Fig. 1: power grid
Scale bar: 20 um. Pins as bars on the die edge.
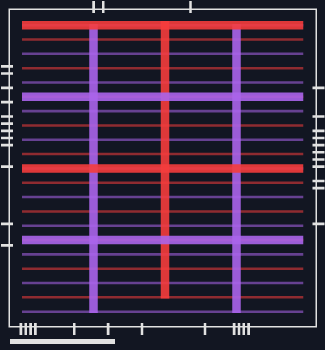
Fig. 2: cell classes on the final placement
Fill, decap, tap and diode cells in grey.
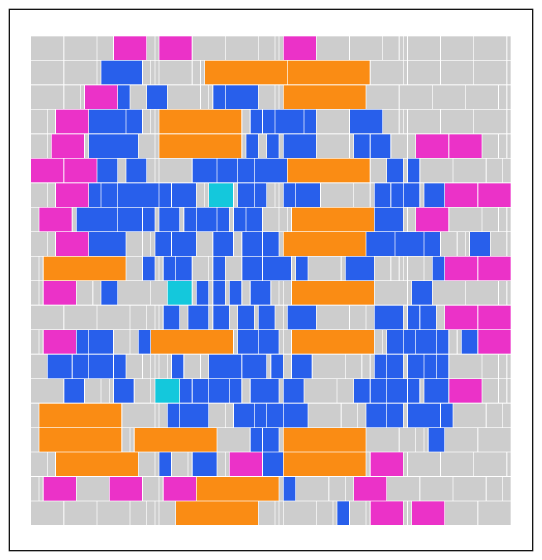
Fig. 3: clock distribution
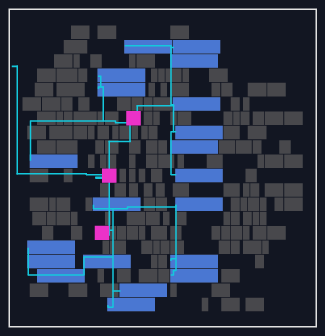
Fig. 4: metal layers overlaid
Scale bar: 20 um. Only two layers are drawn.
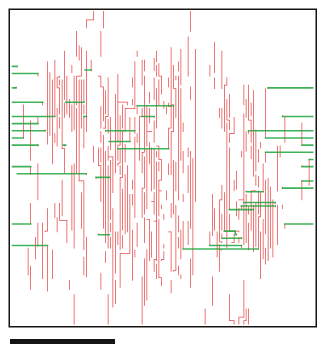
Fig. 5: clock nets
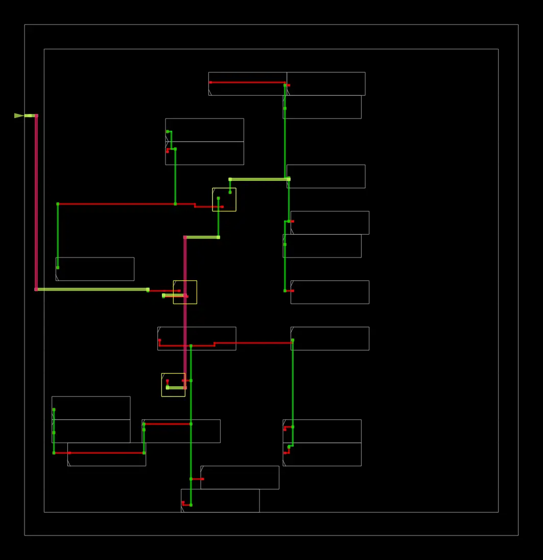
`config.mk`:
```
export PLATFORM = sky130hd
export DESIGN_NAME = tpm_locality_arbiter
export DESIGN_NICKNAME = d
export VERILOG_FILES = /design/src/rtl/tpm_locality_arbiter.sv
export SDC_FILE = /design/constraint.sdc
export NUM_CORES = 1
export LEC_CHECK = 0
export CORE_AREA = 2 2 56 58
export DETAILED_ROUTE_END_ITERATION = 7
export DIE_AREA = 0 0 58 60
export PLACE_DENSITY = 0.81
export SYNTH_ARGS = -nofsm -noshare
export SYNTH_HDL_FRONTEND = slang
export SYNTH_SLANG_ARGS = --single-unit
```
`constraint.sdc`:
```
create_clock -name clock_i -period 4.5 [get_ports clock_i]
set_input_delay 0.675 -clock clock_i [delete_from_list [all_inputs] [get_ports clock_i]]
set_output_delay 0.675 -clock clock_i [all_outputs]
set_load 0.05 [all_outputs]
```
`src/rtl/tpm_locality_arbiter.sv`:
```
// TPM locality arbiter.
// Tracks which locality (0..NUM_LOC-1) owns the TPM interface using the
// TPM_ACCESS register model: requestUse, relinquish (activeLocality),
// Seize and beenSeized. A relinquish while a command is executing is
// parked in DRAIN until the command buffer reports idle.
module tpm_locality_arbiter #(
    parameter int NUM_LOC  = 5,
    parameter int SEIZE_EN = 1
) (
    input  logic       clock_i,
    input  logic       reset_n_i,
    input  logic       acc_wr_i,
    input  logic [2:0] acc_loc_i,
    input  logic [7:0] acc_data_i,
    input  logic [2:0] acc_rdLoc_i,
    output logic [7:0] acc_rdByte_o,
    input  logic       establishment_i,
    input  logic       busy_i,
    output logic [7:0] locality_o,
    output logic       locValid_o,
    output logic       locChange_o,
    output logic       abort_o
);

    typedef enum logic [1:0] {
        ST_IDLE   = 2'd0,
        ST_ACTIVE = 2'd1,
        ST_DRAIN  = 2'd2
    } state_t;

    // Locality indices are 3 bits; widen the limit by one bit so NUM_LOC = 8 still compares cleanly.
    localparam logic [3:0] LOC_LIMIT = 4'(NUM_LOC);

    state_t     r_state, w_state_nxt;
    logic [2:0] r_act, w_act_nxt;
    // Per-locality flags are kept 8 wide; bits at or above NUM_LOC can never be written.
    logic [7:0] r_req, w_req_nxt;
    logic [7:0] r_seized, w_seized_nxt;
    logic       r_loc_change, w_loc_change_nxt;
    logic       r_abort, w_abort_nxt;

    logic       w_wr_ok;
    logic       w_is_active;
    logic       w_seize_ok;
    logic       w_grant;
    logic [2:0] w_winner;
    logic [7:0] w_rd_other;
    logic       w_unused_data;

    assign w_wr_ok     = acc_wr_i && ({1'b0, acc_loc_i} < LOC_LIMIT);
    assign w_is_active = (r_state != ST_IDLE) && (acc_loc_i == r_act);
    assign w_seize_ok  = (SEIZE_EN != 0) && w_wr_ok && acc_data_i[3]
                         && (r_state != ST_IDLE) && (acc_loc_i > r_act);
    assign w_grant     = (r_state == ST_IDLE) && (r_req != 8'h00);
    // Bits 7, 6, 2 and 0 of a TPM_ACCESS write carry no meaning here.
    assign w_unused_data = ^{acc_data_i[7:6], acc_data_i[2], acc_data_i[0]};

    // Highest-indexed pending requester wins a grant.
    always_comb begin
        w_winner = 3'd0;
        for (int j = 0; j < 8; j++) begin
            if (r_req[j]) w_winner = 3'(j);
        end
    end

    // Next-state logic: write decode against the pre-edge state, grant and drain exit.
    always_comb begin
        // NOTE: every signal gets a default before any branch so no path leaves it unassigned (no latches).
        w_state_nxt      = r_state;
        w_act_nxt        = r_act;
        w_req_nxt        = r_req;
        w_seized_nxt     = r_seized;
        w_loc_change_nxt = 1'b0;
        w_abort_nxt      = 1'b0;

        case (r_state)
            ST_IDLE: begin
                if (w_grant) begin
                    w_state_nxt      = ST_ACTIVE;
                    w_act_nxt        = w_winner;
                    w_loc_change_nxt = 1'b1;
                end
            end
            ST_ACTIVE: ;
            ST_DRAIN: begin
                if (!busy_i) begin
                    w_state_nxt      = ST_IDLE;
                    w_loc_change_nxt = 1'b1;
                end
            end
            default: w_state_nxt = ST_IDLE;
        endcase

        if (w_wr_ok) begin
            // Clearing beenSeized is independent of every other field.
            if (acc_data_i[4]) w_seized_nxt[acc_loc_i] = 1'b0;

            if (w_seize_ok) begin
                // Seize overrides a pending drain exit and any requestUse in the same byte.
                w_seized_nxt[r_act]   = 1'b1;
                w_act_nxt             = acc_loc_i;
                w_req_nxt[acc_loc_i]  = 1'b0;
                w_state_nxt           = ST_ACTIVE;
                w_loc_change_nxt      = 1'b1;
                w_abort_nxt           = busy_i;
            end else if (acc_data_i[5]) begin
                if (w_is_active) begin
                    w_state_nxt      = busy_i ? ST_DRAIN : ST_IDLE;
                    w_loc_change_nxt = !busy_i;
                end else begin
                    w_req_nxt[acc_loc_i] = 1'b0;
                end
            end else if (acc_data_i[1] && !w_is_active) begin
                w_req_nxt[acc_loc_i] = 1'b1;
            end
        end

        // The granted locality's request is consumed by the grant itself.
        if (w_grant) w_req_nxt[w_winner] = 1'b0;
    end

    // State register; reset drops every request, seize flag and pulse.
    always_ff @(posedge clock_i or negedge reset_n_i) begin
        if (!reset_n_i) begin
            r_state      <= ST_IDLE;
            r_act        <= 3'd0;
            r_req        <= 8'h00;
            r_seized     <= 8'h00;
            r_loc_change <= 1'b0;
            r_abort      <= 1'b0;
        end else begin
            // NOTE: sequential state uses non-blocking assignments so all registers update from pre-edge values.
            r_state      <= w_state_nxt;
            r_act        <= w_act_nxt;
            r_req        <= w_req_nxt;
            r_seized     <= w_seized_nxt;
            r_loc_change <= w_loc_change_nxt;
            r_abort      <= w_abort_nxt;
        end
    end

    assign locality_o  = (r_state == ST_IDLE) ? 8'hFF : {5'd0, r_act};
    assign locValid_o  = (r_state != ST_IDLE);
    assign locChange_o = r_loc_change;
    assign abort_o     = r_abort;

    // TPM_ACCESS read image for the addressed locality.
    always_comb begin
        w_rd_other = r_req & ~(8'd1 << acc_rdLoc_i);
        if ({1'b0, acc_rdLoc_i} >= LOC_LIMIT) begin
            acc_rdByte_o = 8'hFF;
        end else begin
            acc_rdByte_o = {1'b1,
                            1'b0,
                            locValid_o && (r_act == acc_rdLoc_i),
                            r_seized[acc_rdLoc_i],
                            1'b0,
                            |w_rd_other,
                            r_req[acc_rdLoc_i],
                            establishment_i};
        end
    end

endmodule

```
==> reports/metrics.json <==
{
  "run_status": {"value": "finished, final reports clean"},
  "cts-hold-fix-buffers": {"value": 0},
  "post_synth_mux_area_share": {"value": 1.43, "unit": "%"},
  "crit_path_cell_trace": {"value": "clkdlybuf4s50_1 > inv_4 > or3_1 > a21oi_1 > o22ai_1 > or4_1 > clkdlybuf4s50_1"},
  "port-buffer-count": {"value": 32},
  "r2r-start": {"value": "r_act[1]"},
  "reg2reg_setup_slack": {"value": 2.17, "unit": "ns"},
  "setup_viol": {"value": 0},
  "hold_path.startpoint": {"value": "r_seized[2]"},
  "clock.latency.late_pin": {"value": 0.30, "unit": "ns"},
  "drc_errors": {"value": 0},
  "synth.distinct_cells": {"value": 46},
  "ys_dominant_reg_cell": {"value": "sky130_fd_sc_hd__dfrtp_1"},
  "synthToLayoutAreaGrowth": {"value": 21.1, "unit": "%"},
  "cts_inserted_buffers": {"value": 3},
  "timing_hold_violations_final": {"value": 0},
  "antenna_left": {"value": 0},
  "clock_tree.htree_level_count": {"value": 1},
  "switchingPower": {"value": 477, "unit": "uW"},
  "drv_slew": {"value": 0},
  "pwr-share-clk": {"value": 8.8, "unit": "%"},
  "max_slew.worst_pin.slew": {"value": 0.900, "unit": "ns"},
  "power_frac_comb": {"value": 58.6, "unit": "%"},
  "final_total_negative_setup_slack": {"value": 0, "unit": "ns"},
  "worstHoldEndpoint": {"value": "r_seized[2]"},
  "worst_setup_ep_type": {"value": "output pin"}
}
Back to the opening pictures, Fig. 1:
| colour | net |
|---|---|
| red | VDD |
| purple | VSS |
signal pins: 38
met1 rails: 21
rows: 20

Back to the opening pictures, Fig. 2:
| colour | class | cells |
|---|---|---|
| magenta | other buffers and delay cells | 32 |
| blue | all other logic | 138 |
| cyan | cells driving clock nets | 3 |
| orange | flip-flops | 20 |

Back to the opening pictures, Fig. 3:
[magenta] cells driving clock nets | count: 3
[cyan] clock wires | length: 234 um
[blue] flip-flops | count: 20
routed clock nets: 4

Back to the opening pictures, Fig. 4:
| colour | layer | wire length |
|---|---|---|
| red | met2 | 1,720 um |
| green | met3 | 212 um |

Back to the opening pictures, Fig. 5:
flop count: 20
clock network power consumption: 84.4 uW

-- how the worst max path moves through the flow --
| stage | to | from | cells after the start |
|---|---|---|---|
| after floorplan | acc_rdByte_o[5] | r_state[0] | 4 |
| after global placement | acc_rdByte_o[2] | acc_rdLoc_i[1] | 7 |
| after detailed placement | acc_rdByte_o[2] | acc_rdLoc_i[1] | 7 |
| after CTS | acc_rdByte_o[2] | acc_rdLoc_i[1] | 7 |
| after global routing | acc_rdByte_o[2] | acc_rdLoc_i[1] | 7 |
| final | acc_rdByte_o[2] | acc_rdLoc_i[1] | 7 |
-- metal layers --
metal / up-vias / share of wire (%) / routed length (um) / GRT usage, %
li1: 654 / - / - / -
met1: 632 / 42 / 1450 / 27.5
met2: 54 / 50 / 1720 / 34.6
met3: 9 / 6.2 / 212 / 2.81
met4: 0 / 1.6 / 55 / 8.64
met5: - / 0 / 0 / 0
-- power groups by stage --
| stage | sequential (mW) | clock [mW] | combinational, mW |
|---|---|---|---|
| after floorplan | 0.276 | 0 | 0.445 |
| after global placement | 0.311 | 0 | 0.546 |
| after detailed placement | 0.314 | 0 | 0.560 |
| after CTS | 0.310 | 0.0846 | 0.562 |
| after global routing | 0.320 | 0.0890 | 0.601 |
| final | 0.312 | 0.0844 | 0.562 |
-- layout make-up --
cell class	count	area (um^2)	area share (%)
Multi-Input combinational cell	127	766	45.2
Sequential cell	20	500	29.5
Timing Repair Buffer	32	320	18.9
Inverter	11	43.8	2.58
Tap cell	33	41.3	2.44
Clock buffer	3	22.5	1.33
-- flip-flops by register name (all words and copies together) (netlist names) --
signal / flops
r_seized: 5
r_req: 8
locChange_o: 1
abort_o: 1
r_act: 3
r_state: 2
-- critical path, delay by kind of cell --
family | cells | cell delay [ns]
compound gates | 2 | 0.24
buf+inv | 3 | 1.52
simple gates | 2 | 0.88
Power and IR drop assume default switching activity.
